## src/rtl/sumador_pkg.sv

```systemverilog
// Shared definitions for the bit-serial adder: FSM state encoding and
// the sizing helper for the bit counter.
package sumador_pkg;

  // Operand width used when the block is instantiated without overrides.
  localparam int DEFAULT_WIDTH = 4;

  // Controller states: waiting for a request, stepping bits, completion pulse.
  typedef enum logic [1:0] {
    IDLE  = 2'd0,
    SHIFT = 2'd1,
    DONE  = 2'd2
  } state_t;

  // Bit-counter width for a given operand width. The counter only has to
  // reach WIDTH-1, so $clog2(WIDTH) bits are enough; never less than one bit.
  function automatic int cnt_width(input int width);
    return (width < 2) ? 1 : $clog2(width);
  endfunction

endpackage : sumador_pkg

```

## src/rtl/sumador1b.sv

```systemverilog
// One-bit full adder. Purely combinational; the serial adder instantiates
// it once and feeds it the operand LSBs plus the registered carry.
module sumador1b (
  input  logic a,
  input  logic b,
  input  logic ci,
  output logic s,
  output logic co
);

  logic half_sum;

  // Propagate term shared by the sum and the carry equations.
  assign half_sum = a ^ b;

  // Sum bit and carry-out (generate, or propagate an incoming carry).
  assign s  = half_sum ^ ci;
  assign co = (a & b) | (ci & half_sum);

endmodule : sumador1b

```

## src/rtl/sumador_serie.sv

```systemverilog
// Bit-serial adder: A + B + carry-in, one bit per clock through a single
// full-adder stage. Start/done handshake; all outputs are registered.
module sumador_serie
  import sumador_pkg::*;
#(
  parameter int WIDTH = DEFAULT_WIDTH
) (
  input  logic             in_clk,
  input  logic             in_rst_n,
  input  logic             in_start,
  input  logic [WIDTH-1:0] in_a,
  input  logic [WIDTH-1:0] in_b,
  input  logic             in_ci,
  output logic [WIDTH-1:0] out_s,
  output logic             out_co,
  output logic             out_ov,
  output logic             out_busy,
  output logic             out_done
);

  localparam int CW = cnt_width(WIDTH);
  localparam logic [CW-1:0] LAST_BIT = CW'(WIDTH - 1);

  state_t           state;
  logic [WIDTH-1:0] a_q;       // operand A, consumed LSB first
  logic [WIDTH-1:0] b_q;       // operand B, consumed LSB first
  logic [WIDTH-1:0] sum_q;     // partial sum, filled from the MSB side
  logic             carry_q;   // carry into the bit being added this cycle
  logic [CW-1:0]    cnt_q;     // index of the bit being added this cycle

  logic             s_bit;
  logic             c_next;
  logic             last_step;
  logic [WIDTH-1:0] sum_next;

  // Single full-adder stage working on the current operand LSBs.
  sumador1b u_fa (
    .a  (a_q[0]),
    .b  (b_q[0]),
    .ci (carry_q),
    .s  (s_bit),
    .co (c_next)
  );

  // After WIDTH right-shifts the first computed bit has reached bit 0,
  // so the register holds the sum in natural order.
  assign sum_next  = {s_bit, sum_q[WIDTH-1:1]};
  assign last_step = (cnt_q == LAST_BIT);

  // Controller, datapath registers and output registers in one process so
  // every output is a flop with no path back to the inputs.
  // NOTE: sequential state uses non-blocking (<=) so all flops update from
  // the same pre-edge values; blocking here would chain the shift registers.
  always_ff @(posedge in_clk or negedge in_rst_n) begin
    // NOTE: every register, the working shift registers included, is reset;
    // they are small and a reset mid-operation must leave no stale bits.
    if (!in_rst_n) begin
      state    <= IDLE;
      a_q      <= '0;
      b_q      <= '0;
      sum_q    <= '0;
      carry_q  <= 1'b0;
      cnt_q    <= '0;
      out_s    <= '0;
      out_co   <= 1'b0;
      out_ov   <= 1'b0;
      out_busy <= 1'b0;
      out_done <= 1'b0;
    end else begin
      case (state)
        IDLE: begin
          // Operands are captured only here; later changes cannot matter.
          if (in_start) begin
            a_q      <= in_a;
            b_q      <= in_b;
            sum_q    <= '0;
            carry_q  <= in_ci;
            cnt_q    <= '0;
            out_busy <= 1'b1;
            state    <= SHIFT;
          end
        end

        SHIFT: begin
          a_q     <= {1'b0, a_q[WIDTH-1:1]};
          b_q     <= {1'b0, b_q[WIDTH-1:1]};
          sum_q   <= sum_next;
          carry_q <= c_next;
          cnt_q   <= cnt_q + 1'b1;
          if (last_step) begin
            // carry_q is the carry into the MSB here, c_next the carry out.
            out_s    <= sum_next;
            out_co   <= c_next;
            out_ov   <= carry_q ^ c_next;
            out_done <= 1'b1;
            state    <= DONE;
          end
        end

        DONE: begin
          // Single-cycle pulse; a start seen here is dropped, not queued.
          out_done <= 1'b0;
          out_busy <= 1'b0;
          state    <= IDLE;
        end

        default: begin
          out_done <= 1'b0;
          out_busy <= 1'b0;
          state    <= IDLE;
        end
      endcase
    end
  end

endmodule : sumador_serie
```

## config.mk

```make
export PLATFORM = sky130hd
export DESIGN_NAME = sumador_serie
export DESIGN_NICKNAME = d
export VERILOG_FILES = /design/src/rtl/sumador_pkg.sv /design/src/rtl/sumador1b.sv /design/src/rtl/sumador_serie.sv
export SDC_FILE = /design/constraint.sdc
export NUM_CORES = 1
export LEC_CHECK = 0
export CAP_MARGIN = 20
export CORE_MARGIN = 2
export CORE_UTILIZATION = 45
export CTS_BUF_LIST = sky130_fd_sc_hd__clkbuf_2
export DETAILED_ROUTE_END_ITERATION = 12
export DONT_BUFFER_PORTS = 1
export GPL_TIMING_DRIVEN = 0
export MAX_ROUTING_LAYER = met4
export PLACE_DENSITY = 0.57
export SKIP_LAST_GASP = 1
export SYNTH_ARGS = -nofsm -noshare
export SYNTH_HDL_FRONTEND = slang
export SYNTH_SLANG_ARGS = --single-unit
```

## constraint.sdc

```tcl
create_clock -name in_clk -period 1.6 [get_ports in_clk]
set_input_delay 0.32 -clock in_clk [delete_from_list [all_inputs] [get_ports in_clk]]
set_output_delay 0.32 -clock in_clk [all_outputs]
set_load 0.1 [all_outputs]
```

run_1/wires.png
(8 px per um) Two of the layers only.
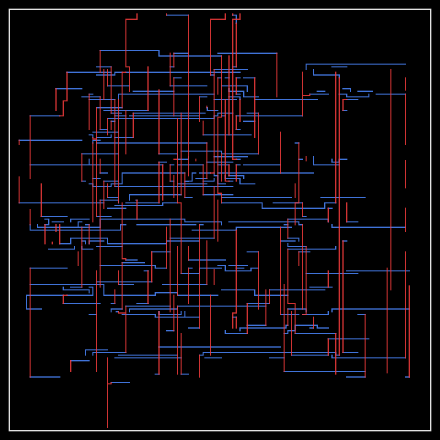
layer	color	wire length
metal 2	red	849 um
metal 1	blue	942 um
average routed wire per standard cell: 15.5 um
total number of vias: 689
overall routed net length: 1890 um
overall global routing resource usage: 16.1%

run_1/flops_by_reg.png
(12 px per um) Other sequential cells in the stronger gray, the rest of the logic in the fainter gray.
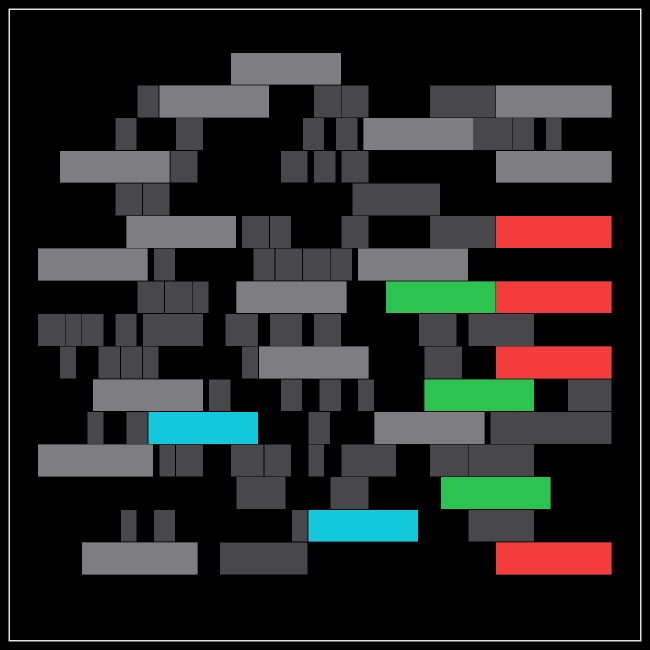
name in the netlist	color	sequential cells
out_s	red	4
sum_q	green	3
state	cyan	2
area occupied by registers: 611 um^2
share of cell area taken by flip-flops and latches: 52.6%
post-route core utilization: 52.4%

==> flow_metrics.rpt, run 1 <==
=== SYNTHESIS / PLACE & ROUTE SUMMARY ===
----------------------------------------------------
[Run status]
  Status ........................ finished clean

[Synthesis]
  Comb area leader ........................ AND-OR/OR-AND gates
  Average cell area after synthesis ........................ around 12 um^2
  Adder share ........................ 3.07%
  Yosys top cell area share ........................ between 50 and 60%
  Post-synthesis share of cell area spent on and-or and or-and gates ........................ around a fifth
  Simple-gate share of the synthesized area ........................ under 10%
  Sequential-to-total area share from yosys stat ........................ 56.7%
  Library cell with the highest instance count after synthesis ........................ dfrtp_1
  Cell area after synthesis ........................ 1060 um^2
  Commonest cells post-synth ........................ dfrtp_1 (24), o22ai_1 (14), a21oi_1 (10), o21ai_0 (6), mux2_4 (5)

[GRT]
  Layer with the highest usage ........................ met1
  Met1 demand-to-capacity share in global routing ........................ a little under a quarter
  Largest net degree at the start of global routing ........................ 25

[Layout]
  Inverters, non-clock ........................ 3
  Final design area excluding fillers ........................ around 1200 um^2
  Leading cell types in the layout, fill and taps excluded ........................ dfrtp_1 (16), o22ai_1 (14), a21oi_1 (10), dfrtp_2 (8), o21ai_0 (6)
  Layout buffer count excluding clock buffers ........................ 6
  Most frequently placed logic cell in the final layout ........................ dfrtp_1
  Share of cell area taken by multi-input logic gates ........................ 35.8%
  Number of inserted diodes ........................ 0
  Layout Area Growth over Synthesis ........................ 9.57%
  Proportion of final cell area spent on non-clock buffers ........................ 5.93%

[Clocking]
  Clock slew seen by the registers of the worst setup and hold paths ........................ 0.24 ns
  Clock Sinks ........................ 24
  Hold buffer count at cts ........................ 1
  Clock Root Buffer ........................ clkbuf_2
  Number of gates resized after cts ........................ 8

[Flow run]
  Number of warnings the tools reported ........................ 26
  Maximum capacitance violations ........................ 0

[Critical path]
  Type of element launching the critical path ........................ register
  Kind of end point of the critical path ........................ primary output
  Worst setup slack for register-to-register paths ........................ around 0.25 ns
  Number of cells on the critical path ........................ 0

[Final timing]
  Slew at the pin with the worst max-slew slack ........................ 0.496 ns
  Final slew viol count ........................ 0
  Clock period minus final worst setup slack ........................ around 1.4 ns
  Worst-case clock skew ........................ about 0.023 ns
  RSZ-0062 raised after global routing ........................ false
  Number of hold violations in the final report ........................ 0
  Fin Setup TNS ........................ 0 ns

[Placement]
  Last weighted congestion value of the routability-driven placer ........................ approximately 0.70
  HPWL reported at the end of detailed placement ........................ roughly 1300 um

[Hold path]
  Launch instance of the worst min-delay path ........................ in_b[3]
  Class of the tightest hold or removal check ........................ in -> reg
  Hold EP ........................ b_q[3]
  Number of instances on the worst hold path ........................ 2

[Die]
  Std-Cell Rows ........................ 17
  Initial cell density of the core ........................ 47.9%

[Detailed routing]
  Total length of routed met2 wires ........................ about 850 um
  Mean number of vias per cell ........................ approximately 5.6
  Number of remaining DRC errors ........................ 0

----------------------------------------------------
run_1/placement.png
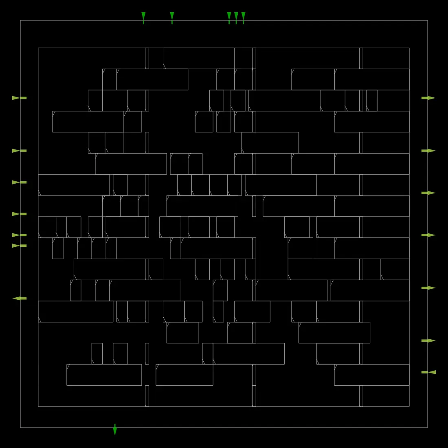
number of sequential cells in the layout: 24
area of the placeable core: 2210 um^2
Layout fillers: 196

run_1/layer_met3.png
(8 px per um)
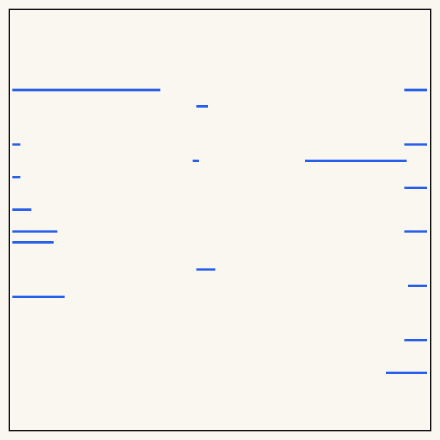

==> inputs of run 2 (changes only) <==
--- a/config.mk
+++ b/config.mk
@@ -8,5 +8,5 @@
 export CAP_MARGIN = 20
 export CORE_MARGIN = 2
-export CORE_UTILIZATION = 45
+export CORE_UTILIZATION = 56
 export CTS_BUF_LIST = sky130_fd_sc_hd__clkbuf_2
 export DETAILED_ROUTE_END_ITERATION = 12
@@ -14,5 +14,5 @@
 export GPL_TIMING_DRIVEN = 0
 export MAX_ROUTING_LAYER = met4
-export PLACE_DENSITY = 0.57
+export PLACE_DENSITY = 0.68
 export SKIP_LAST_GASP = 1
 export SYNTH_ARGS = -nofsm -noshare
==> constraint.sdc (replaced) <==
create_clock -name in_clk -period 1.6 [get_ports in_clk]
set_input_delay 0.48 -clock in_clk [delete_from_list [all_inputs] [get_ports in_clk]]
set_output_delay 0.48 -clock in_clk [all_outputs]
set_load 0.1 [all_outputs]
run_2/layer_met3.png
(8 px per um)
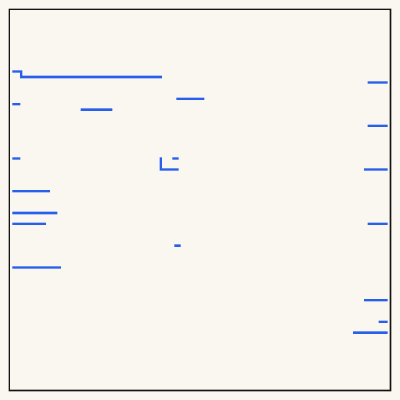
nets with wire on the layer	17
wire length on this layer	67.5 um
longest straight run	17.5 um
share of all routed wire	3.7%
main direction	horizontal
total number of vias: 710
met3 global-route usage: 3.40%

==> flow_metrics.rpt, run 2 <==
=== SYNTHESIS / PLACE & ROUTE SUMMARY ===
----------------------------------------------------
[Die]
  Area of the placeable core ........................ around 1700 um^2
  Initial cell density of the core ........................ 60.6%
  Std-Cell Rows ........................ 15

[Hold path]
  Class of the tightest hold or removal check ........................ in -> reg
  Hold EP ........................ b_q[3]
  Number of instances on the worst hold path ........................ 2
  Launch instance of the worst min-delay path ........................ in_b[3]

[Synthesis]
  Adder share ........................ 3.07%
  Cell area after synthesis ........................ around 1100 um^2
  Cell Type Count ........................ 22
  Comb area leader ........................ AND-OR/OR-AND gates
  Average cell area after synthesis ........................ 12.0 um^2
  Simple-gate share of the synthesized area ........................ ~8.4%
  Yosys top cell area share ........................ between 50% and 60%
  Number of warnings issued by yosys ........................ 0
  Post-synthesis share of cell area spent on and-or and or-and gates ........................ between 10% and 20%
  Library cell with the highest instance count after synthesis ........................ dfrtp_1
  Sequential-to-total area share from yosys stat ........................ between 50% and 60%
  Main area contributors after synthesis ........................ dfrtp_1 (57%), o22ai_1 (8.3%), mux2_4 (7.1%)

[Layout]
  Layout Area Growth over Synthesis ........................ 8.98%
  Post-route core utilization ........................ between 60% and 70%
  Share of cells above drive strength 1 ........................ between 20% and 30%
  Proportion of final cell area spent on non-clock buffers ........................ 4.88%
  Number of inserted diodes ........................ 0
  # clk buffers ........................ 3
  Area occupied by registers ........................ 621 um^2
  Inverters, non-clock ........................ 3
  Share of cell area taken by multi-input logic gates ........................ 36.0%
  Leading cell types in the layout, fill and taps excluded ........................ dfrtp_1 (16), o22ai_1 (14), a21oi_1 (10), o21ai_0 (6), mux2_4 (5)
  Number of sequential cells in the layout ........................ 24
  Layout fillers ........................ between 100 and 150
  Share of cell area taken by flip-flops and latches ........................ 53.8%
  Most frequently placed logic cell in the final layout ........................ dfrtp_1
  Final design area excluding fillers ........................ approximately 1200 um^2

[Final timing]
  Final setup violating endpoints ........................ 0
  Number of hold violations in the final report ........................ 0
  Slew at the pin with the worst max-slew slack ........................ ~0.5 ns
  Final slew viol count ........................ 0
  RSZ-0062 raised after global routing ........................ false
  Fin Setup TNS ........................ 0 ns

[GRT]
  Met1 demand-to-capacity share in global routing ........................ a little under a quarter
  Overall global routing resource usage ........................ 19.3%
  Global-route wire length before repair ........................ about 2900 um

[Placement]
  HPWL reported at the end of detailed placement ........................ about 1300 um
  Number of cells in the design after placement ........................ ~110

[Flow run]
  Maximum capacitance violations ........................ 0
  Number of warnings the tools reported ........................ 26

[Run status]
  Status ........................ finished clean

[Clocking]
  Number of gates resized after cts ........................ 8
  Clock Root Buffer ........................ clkbuf_2
  Clock Sinks ........................ 24
  Hold buffer count at cts ........................ 1
  Clock slew seen by the registers of the worst setup and hold paths ........................ about 0.22 ns

[Detailed routing]
  Number of remaining DRC errors ........................ 0
  Mean number of vias per cell ........................ 5.97
  Total length of routed met2 wires ........................ ~920 um
  Overall routed net length ........................ 1830 um
  Average routed wire per standard cell ........................ roughly 15 um

[Critical path]
  Kind of end point of the critical path ........................ primary output
  Type of element launching the critical path ........................ register
  Number of cells on the critical path ........................ 0
  Count of cells along the worst register-to-register path ........................ 2
  Worst setup slack for register-to-register paths ........................ 0.23 ns

----------------------------------------------------
